m4.png
The bar under the picture is 20 um long. Cells faint in the background.
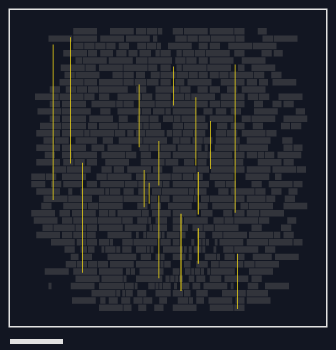
congestion_map.png
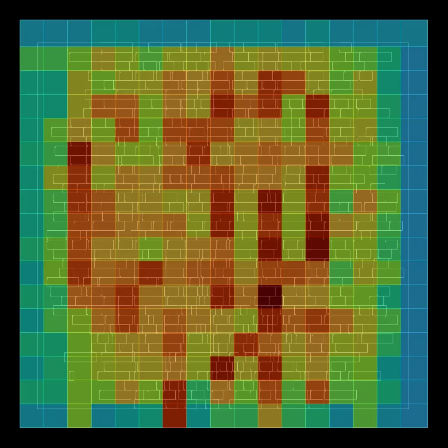
$ cat src/rtl/td4_pkg.sv
// td4_pkg: shared types and constants for the TD4 program controller slice.
// State encoding, program-store geometry and instruction field positions.
package td4_pkg;

    localparam int unsigned TD4_ADDR_W  = 4;
    localparam int unsigned TD4_DATA_W  = 8;

    // Instruction fields: opcode in the high nibble, immediate in the low nibble.
    localparam int unsigned TD4_OP_MSB  = 7;
    localparam int unsigned TD4_OP_LSB  = 4;
    localparam int unsigned TD4_IMM_MSB = 3;
    localparam int unsigned TD4_IMM_LSB = 0;

    typedef enum logic [1:0] {
        ST_HALT = 2'd0,
        ST_LOAD = 2'd1,
        ST_RUN  = 2'd2,
        ST_STEP = 2'd3
    } td4_state_e;

    function automatic logic [3:0] td4_opcode(input logic [TD4_DATA_W-1:0] instr);
        return instr[TD4_OP_MSB:TD4_OP_LSB];
    endfunction

endpackage

$ cat src/rtl/td4_prog_ctrl_if.sv
// td4_prog_ctrl_if: program loader byte stream and load sequencing signals.
// The loader drives the master side; td4_prog_ctrl is the slave.
interface td4_prog_ctrl_if
    import td4_pkg::*;
#(
    parameter int unsigned DATA_W = TD4_DATA_W
);
    logic              load_start;
    logic              ld_valid;
    logic [DATA_W-1:0] ld_data;
    logic              ld_ready;
    logic              load_done;

    modport master (
        output load_start, ld_valid, ld_data,
        input  ld_ready, load_done
    );

    modport slave (
        input  load_start, ld_valid, ld_data,
        output ld_ready, load_done
    );
endinterface

$ cat src/rtl/td4_prog_mem.sv
// td4_prog_mem: depth x DATA_W program store in flops.
// Async clear, one synchronous write port, one zero-latency read port
// (a same-cycle write to the read address is seen only after the edge).
module td4_prog_mem #(
    parameter int unsigned ADDR_W = 4,
    parameter int unsigned DATA_W = 8
) (
    input  logic              clk,
    input  logic              clr_n,
    input  logic              we,
    input  logic [ADDR_W-1:0] wr_addr,
    input  logic [DATA_W-1:0] wr_data,
    input  logic [ADDR_W-1:0] rd_addr,
    output logic [DATA_W-1:0] rd_data
);
    localparam int unsigned DEPTH = 1 << ADDR_W;

    logic [DATA_W-1:0] mem [DEPTH];

    // Storage: whole array cleared on reset, single-byte writes otherwise.
    always_ff @(posedge clk or negedge clr_n) begin
        if (!clr_n) begin
            for (int unsigned i = 0; i < DEPTH; i++) begin
                mem[i] <= '0;
            end
        end else if (we) begin
            mem[wr_addr] <= wr_data;
        end
    end

    assign rd_data = mem[rd_addr];
endmodule

$ cat src/rtl/td4_prog_ctrl.sv
// td4_prog_ctrl: TD4 program-memory owner and run controller.
// Sequences the core through HALT/LOAD/RUN/STEP via cpu_clr_n and cpu_ce,
// loads the program store from a byte stream, serves combinational fetch.
// Optional breakpoint support: define TD4_BREAKPOINT_EN.
module td4_prog_ctrl
    import td4_pkg::*;
#(
    parameter int unsigned ADDR_W = TD4_ADDR_W,
    parameter int unsigned DATA_W = TD4_DATA_W
) (
    input  logic              CLK,
    input  logic              CLR_N,
    input  logic [ADDR_W-1:0] ADDR_ROM,
    output logic [DATA_W-1:0] DATA_ROM,
    output logic              cpu_clr_n,
    output logic              cpu_ce,
    input  logic              run_req,
    input  logic              halt_req,
    input  logic              step_req,
    output logic [1:0]        state_o,
`ifdef TD4_BREAKPOINT_EN
    input  logic              bp_en,
    input  logic [ADDR_W-1:0] bp_addr,
    output logic              bp_hit,
`endif
    td4_prog_ctrl_if.slave    ld
);
    td4_state_e        state, state_d;
    logic [ADDR_W-1:0] ptr;
    logic              clr_q, ce_q, ld_ready_q, load_done_q;
    logic              accept, last_byte, bp_stop;
    logic [DATA_W-1:0] rd_data;

    assign accept    = (state == ST_LOAD) && ld.ld_valid;
    assign last_byte = accept && (ptr == '1);

`ifdef TD4_BREAKPOINT_EN
    logic first_run, bp_hit_q;
    // The first RUN cycle ignores a match so run_req resumes past a breakpoint.
    assign bp_stop = (state == ST_RUN) && !first_run && bp_en && (ADDR_ROM == bp_addr);
    assign bp_hit  = bp_hit_q;
`else
    assign bp_stop = 1'b0;
`endif

    // Next-state selection; HALT priority is load > halt > run > step.
    always_comb begin
        state_d = state;
        unique case (state)
            ST_HALT: begin
                if (ld.load_start)  state_d = ST_LOAD;
                else if (halt_req)  state_d = ST_HALT;
                else if (run_req)   state_d = ST_RUN;
                else if (step_req)  state_d = ST_STEP;
            end
            ST_LOAD: if (last_byte) state_d = ST_HALT;
            ST_RUN:  if (halt_req || bp_stop) state_d = ST_HALT;
            ST_STEP: state_d = ST_HALT;
            default: state_d = ST_HALT;
        endcase
    end

    // State, load pointer and registered output decodes.
    always_ff @(posedge CLK or negedge CLR_N) begin
        if (!CLR_N) begin
            state       <= ST_HALT;
            ptr         <= '0;
            clr_q       <= 1'b0;
            ce_q        <= 1'b0;
            ld_ready_q  <= 1'b0;
            load_done_q <= 1'b0;
`ifdef TD4_BREAKPOINT_EN
            first_run   <= 1'b0;
            bp_hit_q    <= 1'b0;
`endif
        end else begin
            state       <= state_d;
            // Low while in LOAD and for the one cycle after leaving it.
            clr_q       <= (state != ST_LOAD) && (state_d != ST_LOAD);
            ce_q        <= (state_d == ST_RUN) || (state_d == ST_STEP);
            ld_ready_q  <= (state_d == ST_LOAD);
            load_done_q <= last_byte;
            if ((state == ST_HALT) && ld.load_start) begin
                ptr <= '0;
            end else if (accept) begin
                ptr <= ptr + 1'b1;
            end
`ifdef TD4_BREAKPOINT_EN
            first_run   <= (state != ST_RUN) && (state_d == ST_RUN);
            bp_hit_q    <= bp_stop;
`endif
        end
    end

    td4_prog_mem #(
        .ADDR_W (ADDR_W),
        .DATA_W (DATA_W)
    ) u_mem (
        .clk     (CLK),
        .clr_n   (CLR_N),
        .we      (accept),
        .wr_addr (ptr),
        .wr_data (ld.ld_data),
        .rd_addr (ADDR_ROM),
        .rd_data (rd_data)
    );

    assign DATA_ROM     = (state == ST_LOAD) ? '0 : rd_data;
    assign cpu_clr_n    = clr_q;
    assign cpu_ce       = ce_q && !bp_stop;
    assign state_o      = state;
    assign ld.ld_ready  = ld_ready_q;
    assign ld.load_done = load_done_q;
endmodule

$ cat src/flat_wrapper.sv
// flat-port wrapper written by rule: the top's interface ports become plain ports
module td4_prog_ctrl_flat import td4_pkg::*;
#(
    parameter int unsigned ADDR_W = TD4_ADDR_W,
    parameter int unsigned DATA_W = TD4_DATA_W
)
  (CLK, CLR_N, ADDR_ROM, DATA_ROM, cpu_clr_n, cpu_ce, run_req, halt_req, step_req, state_o, ld_load_start, ld_ld_valid, ld_ld_data, ld_ld_ready, ld_load_done);
  td4_prog_ctrl_if #(.DATA_W(DATA_W)) ld_i ();
  input  logic CLK;
  input  logic CLR_N;
  input  logic [ADDR_W-1:0] ADDR_ROM;
  output logic [DATA_W-1:0] DATA_ROM;
  output logic cpu_clr_n;
  output logic cpu_ce;
  input  logic run_req;
  input  logic halt_req;
  input  logic step_req;
  output logic [1:0] state_o;
  input wire logic [$bits(ld_i.load_start)-1:0] ld_load_start;
  input wire logic [$bits(ld_i.ld_valid)-1:0] ld_ld_valid;
  input wire logic [$bits(ld_i.ld_data)-1:0] ld_ld_data;
  output wire logic [$bits(ld_i.ld_ready)-1:0] ld_ld_ready;
  output wire logic [$bits(ld_i.load_done)-1:0] ld_load_done;
  assign ld_i.load_start = ld_load_start;
  assign ld_i.ld_valid = ld_ld_valid;
  assign ld_i.ld_data = ld_ld_data;
  assign ld_ld_ready = ld_i.ld_ready;
  assign ld_load_done = ld_i.load_done;
  td4_prog_ctrl #(.ADDR_W(ADDR_W), .DATA_W(DATA_W)) u_core (.CLK(CLK), .CLR_N(CLR_N), .ADDR_ROM(ADDR_ROM), .DATA_ROM(DATA_ROM), .cpu_clr_n(cpu_clr_n), .cpu_ce(cpu_ce), .run_req(run_req), .halt_req(halt_req), .step_req(step_req), .state_o(state_o), .ld(ld_i));
endmodule
$ cat config.mk
export PLATFORM = sky130hd
export DESIGN_NAME = td4_prog_ctrl_flat
export DESIGN_NICKNAME = d
export VERILOG_FILES = /design/src/rtl/td4_pkg.sv /design/src/rtl/td4_prog_ctrl_if.sv /design/src/rtl/td4_prog_mem.sv /design/src/rtl/td4_prog_ctrl.sv /design/src/flat_wrapper.sv
export SDC_FILE = /design/constraint.sdc
export NUM_CORES = 1
export LEC_CHECK = 0
export CORE_MARGIN = 5
export CORE_UTILIZATION = 55
export CTS_BUF_LIST = sky130_fd_sc_hd__clkbuf_16
export DETAILED_ROUTE_END_ITERATION = 7
export MAX_ROUTING_LAYER = met4
export PLACE_DENSITY = 0.81
export RECOVER_POWER = 100
export SETUP_SLACK_MARGIN = 0.5
export SYNTH_ARGS = -nofsm -noshare
export SYNTH_HDL_FRONTEND = slang
export SYNTH_SLANG_ARGS = --single-unit
$ cat constraint.sdc
create_clock -name CLK -period 2.85 [get_ports CLK]
set_clock_uncertainty 0.05 [all_clocks]
set_input_delay 0.7125 -clock CLK [delete_from_list [all_inputs] [get_ports CLK]]
set_output_delay 0.7125 -clock CLK [all_outputs]
set_load 0.05 [all_outputs]
==> GITHUB_STEP_SUMMARY <==
## Synthesis and layout report

| Metric | Value |
|---|---|
| Pins Over Slew Limit | `36` |
| Most common reg cell | `dfrtp_1` |
| Distinct cells, synth | `38` |
| Int Pwr | `5510 uW` |
| Detailed Route Iter0 Violations | `292` |
| CP Data Arrival Time | `1.98 ns` |
| P_clk | `2330 uW` |
| Critical path class | `in -> out` |
| Setup Viol. Count Final | `0` |
| Pre-Place Util | `0.563` |
| Synth Instances | `461` |
| Failing checks | `max-capacitance violations, max-slew violations` |
| Post-synth tally of flip-flops with integrated enable | `0` |
| Seq/Total Area, Yosys | `0.537` |
| Final worst slack | `0.106 ns` |
| Hold Path Sink | `u_core.u_mem.mem[76]$_DFFE_PN0P_` |
| Final GP Congestion | `0.860` |
| Setup total negative slack | `0 ns` |
| RR Startpoint | `u_core.state_o[1]$_DFF_PN0_` |
| Number of hold buffers added after cts | `0` |
| Reg2reg end | `u_core.u_mem.mem[83]$_DFFE_PN0P_` |
| # DRC | `0` |
| # port buffers | `32` |
| Comb pwr share | `0.278` |
| H-tree levels | `4` |
| Hold Fails Final Rpt | `0` |
| Largest net degree at the start of global routing | `56` |
| Worst VDD drop | `0.543 mV` |
| Hpwl dp | `9.92 mm` |
| Area grow syn2layout | `25.1%` |
| Sw Ratio | `0.300` |
| Initial antenna violation count | `0` |
| And+or+nand+nor area frac | `0.0576` |
| Standard-cell row count | `39` |
| Least-Margin Pin Slew | `2.03 ns` |
| Max Cap Violations | `1` |
| Post-Syn Area | `6430 um2` |
| Tightest Hold Check Type | `reg -> reg` |
| Hold Startpoint | `u_core.u_mem.mem[76]$_DFFE_PN0P_` |
| P_sw | `2360 uW` |
| CTS tree | `yes` |
| Die Wd | `118 um` |
| Status | `finished with violations` |
| Latest clock arrival within the worst-skew pair | `0.43 ns` |
-- m4.png (at the start) --
11 nets have wire on it. The layer carries 426 um of wire. The wires run mostly vertical. The layer holds 2.8% of the routed length. The longest straight run is 57.8 um.
routed wire length: 15.5 mm
vias post-DR: 4,153

-- congestion_map.png (at the start) --
met1 GRT Util: 0.301
GRT met2 Usage: 0.375
global-route total usage across every layer: 0.239
Avg WL per Cell: 22.9 um

-- layout make-up --
class                   count  area [um2]
fillers                   759        3370
flip-flops and latches    138        3450
inverters                   5        18.8
repair buffers             63         664
clock inverters            15         200
well taps                 143         179
clock buffers              17         425
multi-input cells         294        3110
-- routing by layer --
metal | wire length, um | up-vias | GRT usage
li1 | - | 1812 | -
met1 | 6690 | 2198 | 0.301
met2 | 7770 | 106 | 0.375
met3 | 594 | 37 | 0.0540
met4 | 426 | 0 | 0.0975
met5 | 0 | - | -
-- timing repair --
action                                  in CTS  in global routing
resized                                     90                 13
hold endpoints to repair                     0                  0
gates cloned                                 3                  0
buffers inserted                             3                  0
endpoints found under the setup margin      10                 10
pin swaps                                   14                  7
-- registers in the layout, indices dropped and copies added, names as in the netlist --
register / flops
u_core.state_o: 2
u_core.ld.load_done: 1
u_core.cpu_clr_n: 1
u_core.u_mem.mem: 128
u_core.ld.ld_ready: 1
u_core.cpu_ce: 1
u_core.ptr: 4
-- worst max-delay path, stage by stage --
cell and delay [ns]:
buf_8 0.11, buf_8 0.14, nor2b_4 0.15, buf_6 0.13
a22oi_2 0.20, nand2_2 0.10, o21ai_4 0.14, clkbuf_2 0.30
-- synthesized netlist by cell type, types with 4 or more instances --
master / n / area (um2)
clkbuf_1: 15 / 56.3
nand3_1: 6 / 30.0
mux2_2: 121 / 1360
mux4_2: 8 / 180
inv_1: 5 / 18.8
a22o_1: 5 / 43.8
mux2_1: 7 / 78.8
dfrtp_1: 138 / 3450
ha_1: 4 / 50.1
o21ai_0: 7 / 35.0
mux2i_1: 49 / 490
nor3_1: 6 / 30.0
nor2b_1: 5 / 31.3
nand2b_1: 5 / 31.3
a22oi_1: 20 / 150
nand2_4: 4 / 45.0
nand2_1: 25 / 93.8
-- worst max path at each step --
| stage | cells past startpoint | slack (ns) | start | endpoint |
|---|---|---|---|---|
| floorplan | 5 | 0.24 | ADDR_ROM[0] | DATA_ROM[3] |
| global placement | 7 | -0.34 | ADDR_ROM[2] | DATA_ROM[3] |
| detailed placement | 7 | -0.40 | ADDR_ROM[1] | DATA_ROM[6] |
| CTS | 6 | 0.19 | ADDR_ROM[0] | DATA_ROM[7] |
| global route | 6 | 0.08 | u_core.state_o[1]$_DFF_PN0_ | DATA_ROM[4] |
| finish | 8 | 0.11 | ADDR_ROM[2] | DATA_ROM[1] |
-- placed cells by master, fill, tap and decap left out, drive strengths merged, types with 2 or more instances in the layout --
cell,Yosys,routed
dfrtp,138,138
mux2,128,128
mux2i,49,49
buf,9,33
nand2,29,29
clkbuf,15,29
a22oi,20,20
clkdlybuf4s50,0,11
nor3,8,8
mux4,8,8
o21ai,8,8
inv,5,8
nand3,6,6
a22o,5,5
nor2b,5,5
nand2b,5,5
clkinv,0,5
ha,4,4
bufinv,0,4
dlygate4sd3,0,4
nor3b,3,3
clkinvlp,0,3
dlygate4sd2,0,3
nor2,3,3
o2111ai,2,2
o31ai,2,2
a21oi,2,2
-- cell families after synthesis --
kind of cell	after synthesis
buf+inv	29
simple gates	62
fa+ha+maj	4
flops	138
mux	185
compound gates	43
Power figures rest on the tool's default switching activity, not on a simulated workload.
